File: src/rtl/mult_div_if.sv
`default_nettype none
// ============================================================================
//  Module   : mult_div_if
//  Brief    : EX-stage bundle between the pipeline and the multiply/divide unit.
//  Revision : 1.0 - initial release
// ============================================================================
interface mult_div_if #(
    parameter int N_BITS = 32
);
    logic              start_i;
    logic [1:0]        op_i;
    logic [N_BITS-1:0] rs_data_i;
    logic [N_BITS-1:0] rt_data_i;
    logic              wr_hi_i;
    logic              wr_lo_i;
    logic [N_BITS-1:0] wr_data_i;
    logic              hilo_sel_i;
    logic [N_BITS-1:0] hilo_o;
    logic [N_BITS-1:0] hi_o;
    logic [N_BITS-1:0] lo_o;
    logic              busy_o;
    logic              done_o;
    logic              div_by_zero_o;

    modport master (
        output start_i, op_i, rs_data_i, rt_data_i,
        output wr_hi_i, wr_lo_i, wr_data_i, hilo_sel_i,
        input  hilo_o, hi_o, lo_o, busy_o, done_o, div_by_zero_o
    );

    modport slave (
        input  start_i, op_i, rs_data_i, rt_data_i,
        input  wr_hi_i, wr_lo_i, wr_data_i, hilo_sel_i,
        output hilo_o, hi_o, lo_o, busy_o, done_o, div_by_zero_o
    );
endinterface
`default_nettype wire

File: src/rtl/mult_div_unit.sv
`default_nettype none
// ============================================================================
//  Module   : mult_div_unit
//  Brief    : Iterative MULT/MULTU/DIV/DIVU unit owning HI/LO; negedge-clocked.
//  Revision : 1.0 - initial release
// ============================================================================
module mult_div_unit #(
    parameter int N_BITS = 32
) (
    input  logic       clk,
    input  logic       reset,
    mult_div_if.slave  bus
);
    localparam int                c_CW      = $clog2(N_BITS);
    localparam logic [c_CW-1:0]   c_LAST    = c_CW'(N_BITS - 1);
    localparam logic [c_CW-1:0]   c_CNT_ONE = c_CW'(1);
    localparam logic [1:0]        c_IDLE    = 2'd0;
    localparam logic [1:0]        c_MUL     = 2'd1;
    localparam logic [1:0]        c_DIV     = 2'd2;
    localparam logic [1:0]        c_DONE    = 2'd3;

    logic [1:0]          r_state;
    logic [c_CW-1:0]     r_cnt;
    logic [2*N_BITS-1:0] r_acc;      // mul: {partial, multiplier}; div: {remainder, quotient}
    logic [N_BITS-1:0]   r_opb;      // multiplicand or divisor magnitude
    logic [N_BITS-1:0]   r_hi;
    logic [N_BITS-1:0]   r_lo;
    logic                r_neg;
    logic                r_rem_neg;
    logic                r_dbz;

    logic                w_signed;
    logic                w_a_neg;
    logic                w_b_neg;
    logic [N_BITS-1:0]   w_a_mag;
    logic [N_BITS-1:0]   w_b_mag;
    logic [N_BITS:0]     w_mul_sum;
    logic [2*N_BITS-1:0] w_mul_acc;
    logic [2*N_BITS-1:0] w_mul_res;
    logic [N_BITS:0]     w_div_shift;
    logic [N_BITS:0]     w_div_diff;
    logic [N_BITS-1:0]   w_div_rem;
    logic [2*N_BITS-1:0] w_div_acc;
    logic [N_BITS-1:0]   w_quot;
    logic [N_BITS-1:0]   w_lo_div;
    logic [N_BITS-1:0]   w_hi_div;
    logic                w_host_wr;

    // Magnitudes are unsigned N-bit values, so the most negative operand maps to itself.
    assign w_signed = ~bus.op_i[0];
    assign w_a_neg  = w_signed & bus.rs_data_i[N_BITS-1];
    assign w_b_neg  = w_signed & bus.rt_data_i[N_BITS-1];
    assign w_a_mag  = w_a_neg ? -bus.rs_data_i : bus.rs_data_i;
    assign w_b_mag  = w_b_neg ? -bus.rt_data_i : bus.rt_data_i;

    assign w_mul_sum = {1'b0, r_acc[2*N_BITS-1:N_BITS]} + (r_acc[0] ? {1'b0, r_opb} : '0);
    assign w_mul_acc = {w_mul_sum, r_acc[N_BITS-1:1]};
    assign w_mul_res = r_neg ? -w_mul_acc : w_mul_acc;

    // Restoring step: the remainder stays below the divisor, so N+1 bits suffice.
    assign w_div_shift = {r_acc[2*N_BITS-1:N_BITS], r_acc[N_BITS-1]};
    assign w_div_diff  = w_div_shift - {1'b0, r_opb};
    assign w_div_rem   = w_div_diff[N_BITS] ? w_div_shift[N_BITS-1:0] : w_div_diff[N_BITS-1:0];
    assign w_div_acc   = {w_div_rem, r_acc[N_BITS-2:0], ~w_div_diff[N_BITS]};
    assign w_quot      = w_div_acc[N_BITS-1:0];
    assign w_lo_div    = r_neg ? -w_quot : w_quot;
    assign w_hi_div    = r_rem_neg ? -w_div_rem : w_div_rem;

    assign w_host_wr = (r_state == c_IDLE) || (r_state == c_DONE);

    always_ff @(negedge clk or negedge reset) begin
        if (!reset) begin
            r_state   <= c_IDLE;
            r_cnt     <= '0;
            r_acc     <= '0;
            r_opb     <= '0;
            r_hi      <= '0;
            r_lo      <= '0;
            r_neg     <= 1'b0;
            r_rem_neg <= 1'b0;
            r_dbz     <= 1'b0;
        end else begin
            r_dbz <= 1'b0;
            if (w_host_wr && bus.wr_hi_i) r_hi <= bus.wr_data_i;
            if (w_host_wr && bus.wr_lo_i) r_lo <= bus.wr_data_i;
            case (r_state)
                c_IDLE: begin
                    if (bus.start_i) begin
                        r_cnt     <= '0;
                        r_neg     <= w_a_neg ^ w_b_neg;
                        r_rem_neg <= w_a_neg;
                        r_opb     <= w_b_mag;
                        r_acc     <= {{N_BITS{1'b0}}, w_a_mag};
                        if (!bus.op_i[1]) begin
                            r_state <= c_MUL;
                        end else if (bus.rt_data_i == '0) begin
                            r_state <= c_DONE;
                            r_dbz   <= 1'b1;
                        end else begin
                            r_state <= c_DIV;
                        end
                    end
                end
                c_MUL: begin
                    r_acc <= w_mul_acc;
                    r_cnt <= r_cnt + c_CNT_ONE;
                    if (r_cnt == c_LAST) begin
                        r_hi    <= w_mul_res[2*N_BITS-1:N_BITS];
                        r_lo    <= w_mul_res[N_BITS-1:0];
                        r_state <= c_DONE;
                    end
                end
                c_DIV: begin
                    r_acc <= w_div_acc;
                    r_cnt <= r_cnt + c_CNT_ONE;
                    if (r_cnt == c_LAST) begin
                        r_hi    <= w_hi_div;
                        r_lo    <= w_lo_div;
                        r_state <= c_DONE;
                    end
                end
                default: r_state <= c_IDLE;
            endcase
        end
    end

    assign bus.busy_o        = ((r_state == c_IDLE) && bus.start_i) ||
                               (r_state == c_MUL) || (r_state == c_DIV);
    assign bus.done_o        = (r_state == c_DONE);
    assign bus.div_by_zero_o = r_dbz;
    assign bus.hi_o          = r_hi;
    assign bus.lo_o          = r_lo;
    assign bus.hilo_o        = bus.hilo_sel_i ? r_hi : r_lo;
endmodule
`default_nettype wire

File: src/flat_wrapper.sv
// flat-port wrapper written by rule: the top's interface ports become plain ports
module mult_div_unit_flat 
#(
    parameter int N_BITS = 32
)
  (clk, reset, bus_start_i, bus_op_i, bus_rs_data_i, bus_rt_data_i, bus_wr_hi_i, bus_wr_lo_i, bus_wr_data_i, bus_hilo_sel_i, bus_hilo_o, bus_hi_o, bus_lo_o, bus_busy_o, bus_done_o, bus_div_by_zero_o);
  mult_div_if #(.N_BITS(N_BITS)) bus_i ();
  input  logic clk;
  input  logic reset;
  input wire logic [$bits(bus_i.start_i)-1:0] bus_start_i;
  input wire logic [$bits(bus_i.op_i)-1:0] bus_op_i;
  input wire logic [$bits(bus_i.rs_data_i)-1:0] bus_rs_data_i;
  input wire logic [$bits(bus_i.rt_data_i)-1:0] bus_rt_data_i;
  input wire logic [$bits(bus_i.wr_hi_i)-1:0] bus_wr_hi_i;
  input wire logic [$bits(bus_i.wr_lo_i)-1:0] bus_wr_lo_i;
  input wire logic [$bits(bus_i.wr_data_i)-1:0] bus_wr_data_i;
  input wire logic [$bits(bus_i.hilo_sel_i)-1:0] bus_hilo_sel_i;
  output wire logic [$bits(bus_i.hilo_o)-1:0] bus_hilo_o;
  output wire logic [$bits(bus_i.hi_o)-1:0] bus_hi_o;
  output wire logic [$bits(bus_i.lo_o)-1:0] bus_lo_o;
  output wire logic [$bits(bus_i.busy_o)-1:0] bus_busy_o;
  output wire logic [$bits(bus_i.done_o)-1:0] bus_done_o;
  output wire logic [$bits(bus_i.div_by_zero_o)-1:0] bus_div_by_zero_o;
  assign bus_i.start_i = bus_start_i;
  assign bus_i.op_i = bus_op_i;
  assign bus_i.rs_data_i = bus_rs_data_i;
  assign bus_i.rt_data_i = bus_rt_data_i;
  assign bus_i.wr_hi_i = bus_wr_hi_i;
  assign bus_i.wr_lo_i = bus_wr_lo_i;
  assign bus_i.wr_data_i = bus_wr_data_i;
  assign bus_i.hilo_sel_i = bus_hilo_sel_i;
  assign bus_hilo_o = bus_i.hilo_o;
  assign bus_hi_o = bus_i.hi_o;
  assign bus_lo_o = bus_i.lo_o;
  assign bus_busy_o = bus_i.busy_o;
  assign bus_done_o = bus_i.done_o;
  assign bus_div_by_zero_o = bus_i.div_by_zero_o;
  mult_div_unit #(.N_BITS(N_BITS)) u_core (.clk(clk), .reset(reset), .bus(bus_i));
endmodule
File: config.mk
export PLATFORM = sky130hd
export DESIGN_NAME = mult_div_unit_flat
export DESIGN_NICKNAME = d
export VERILOG_FILES = /design/src/rtl/mult_div_if.sv /design/src/rtl/mult_div_unit.sv /design/src/flat_wrapper.sv
export SDC_FILE = /design/constraint.sdc
export NUM_CORES = 1
export LEC_CHECK = 0
export CAP_MARGIN = 20
export CORE_MARGIN = 5
export CORE_UTILIZATION = 53
export CTS_CLUSTER_SIZE = 16
export DETAILED_ROUTE_END_ITERATION = 8
export HOLD_SLACK_MARGIN = 0.12
export PLACE_DENSITY = 0.82
export SYNTH_ARGS = -nofsm -noshare
export SYNTH_HDL_FRONTEND = slang
export SYNTH_SLANG_ARGS = --single-unit
export TNS_END_PERCENT = 30
File: constraint.sdc
create_clock -name clk -period 5.57 [get_ports clk]
set_input_delay 1.3925 -clock clk [delete_from_list [all_inputs] [get_ports clk]]
set_output_delay 1.3925 -clock clk [all_outputs]
set_load 0.05 [all_outputs]
**Clock distribution**

The bar under the picture is 50 um long.
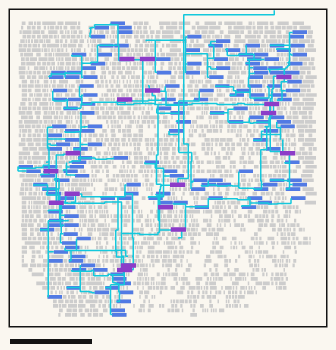
[clock drivers] purple | count: 17
[clock wires] cyan | length: 2590 um
[flip-flops] blue | count: 170
flops lie: all over the die
clock share of power: 9.5%
clock group power: 1.24 mW
clk_lat worst skew: 0.43 ns
Layout Skew: 0.01096 ns

**I/O pins on the die edge**

Pins as bars across the die edge, other pins in gray.
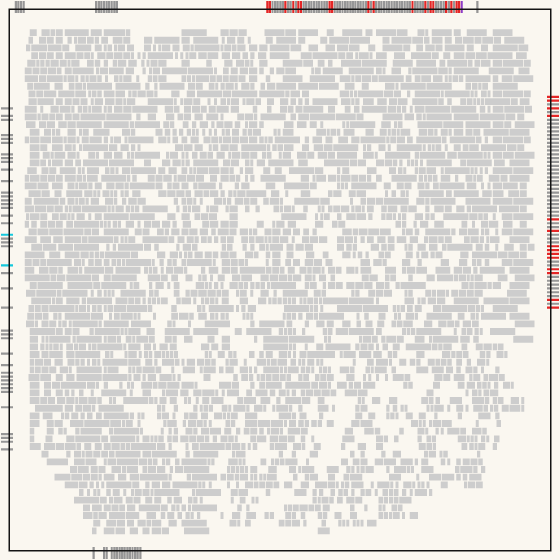
[bus_hi_o] red | pins: 32 | direction: output | edge: 18 top, 14 right
[clk] purple | pins: 1 | direction: input | edge: top
[bus_op_i] cyan | pins: 2 | direction: input | edge: left
all pins by edge: 90 top, 56 right, 42 left, 15 bottom
overall die height: 191.6 um
Die X: 191.6 um
# port buffers: 202

**Cell area per tile**

19 x 19 tiles, from white (low) to dark blue (high), 0 to 100% covered.
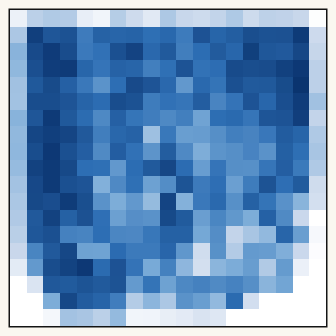
emptiest ninth of the die: lower right
nearly empty tiles: 5.8%
fullest tile: 99%
tiles over 75% full: 40%
densest ninth of the die: middle left
core footprint: 32540 sq um
final core area utilization: 70.33%
fp_density: 53.73%

==> results.toml <==
# generated from flow reports
[run_status]
status = "finished, violations left"
violations = "negative setup slack"

[final_layout]
lay_top_count = "nand2_1"
clock_area_share_pct = 2.565
fillers = 2551
drive_gt1_share_pct = 20.78
logic_area_sq_um = 12910
final_cells = 3076
area_growth_pct = 30.88

[final_timing]
tns_ns = -6.860
tightest_slew_ns = 1.061
slew_headroom_pct = 29.00
setup_viol = 28
setup_slack_ns = -0.7310

[setup_path]
worstPathRequired_ns = 3.05
r2r-start = "u_core.r_acc[0]$_DFFE_NN0P_"
arrival_ns = 3.78
cp_slowest_cell = "or4_4"
timing.rr.end = "u_core.bus.hi_o[20]$_DFF_NN0_"
critical_path_buf_inv_count = 1

[synthesis]
ys_seq_share_pct = 24.33
ys_sh_adder_pct = 5.597
xor_share_pct = 10.81
top_area_cell = "dfrtn_1"
synth_area_per_cell_sq_um = 7.487
netlist_area_sq_um = 17480
logic_family = "AND-OR/OR-AND gates"
syn_nets = 2516

[pwr]
total_power_mw = 12.98
power_frac_comb_pct = 71.4
power.switching_mw = 7.100
swShare_pct = 54.69

[detailed_routing]
drc = 0
dr_wl_met3_um = 7416
routed.top_layer = "met5"
firstDrtPassIters = 8

[min_path]
min_to = "u_core.r_opb[28]$_DFFE_NN0P_"
hold_path_depth = 2

[grt]
met3_usage_pct = 7.452

[run]
warnings = 32

[clock_network]
cts_sinks = 170
clock-root-buffer = "clkbuf_16"

[placement]
dp.cells = 3012

[floorplan]
rows = 66
-- power groups by stage --
stage	clock, mW	sequential, mW	combinational [mW]
after global routing	1.29	2.53	9.81
after CTS	1.24	2.44	9.00
after detailed placement	0	2.46	8.92
final	1.24	2.48	9.27
after floorplan	0	2.68	5.27
after global placement	0	2.42	8.77
-- sequential cells by signal, summed over array words and instances (netlist names) --
| signal | count |
|---|---|
| u_core.r_acc | 64 |
| u_core.bus.hi_o | 32 |
| u_core.bus.lo_o | 32 |
| u_core.r_opb | 32 |
| u_core.r_cnt | 5 |
| u_core.r_state | 2 |
| u_core.bus.div_by_zero_o | 1 |
| u_core.r_neg | 1 |
| u_core.r_rem_neg | 1 |
Power and IR drop assume default switching activity.
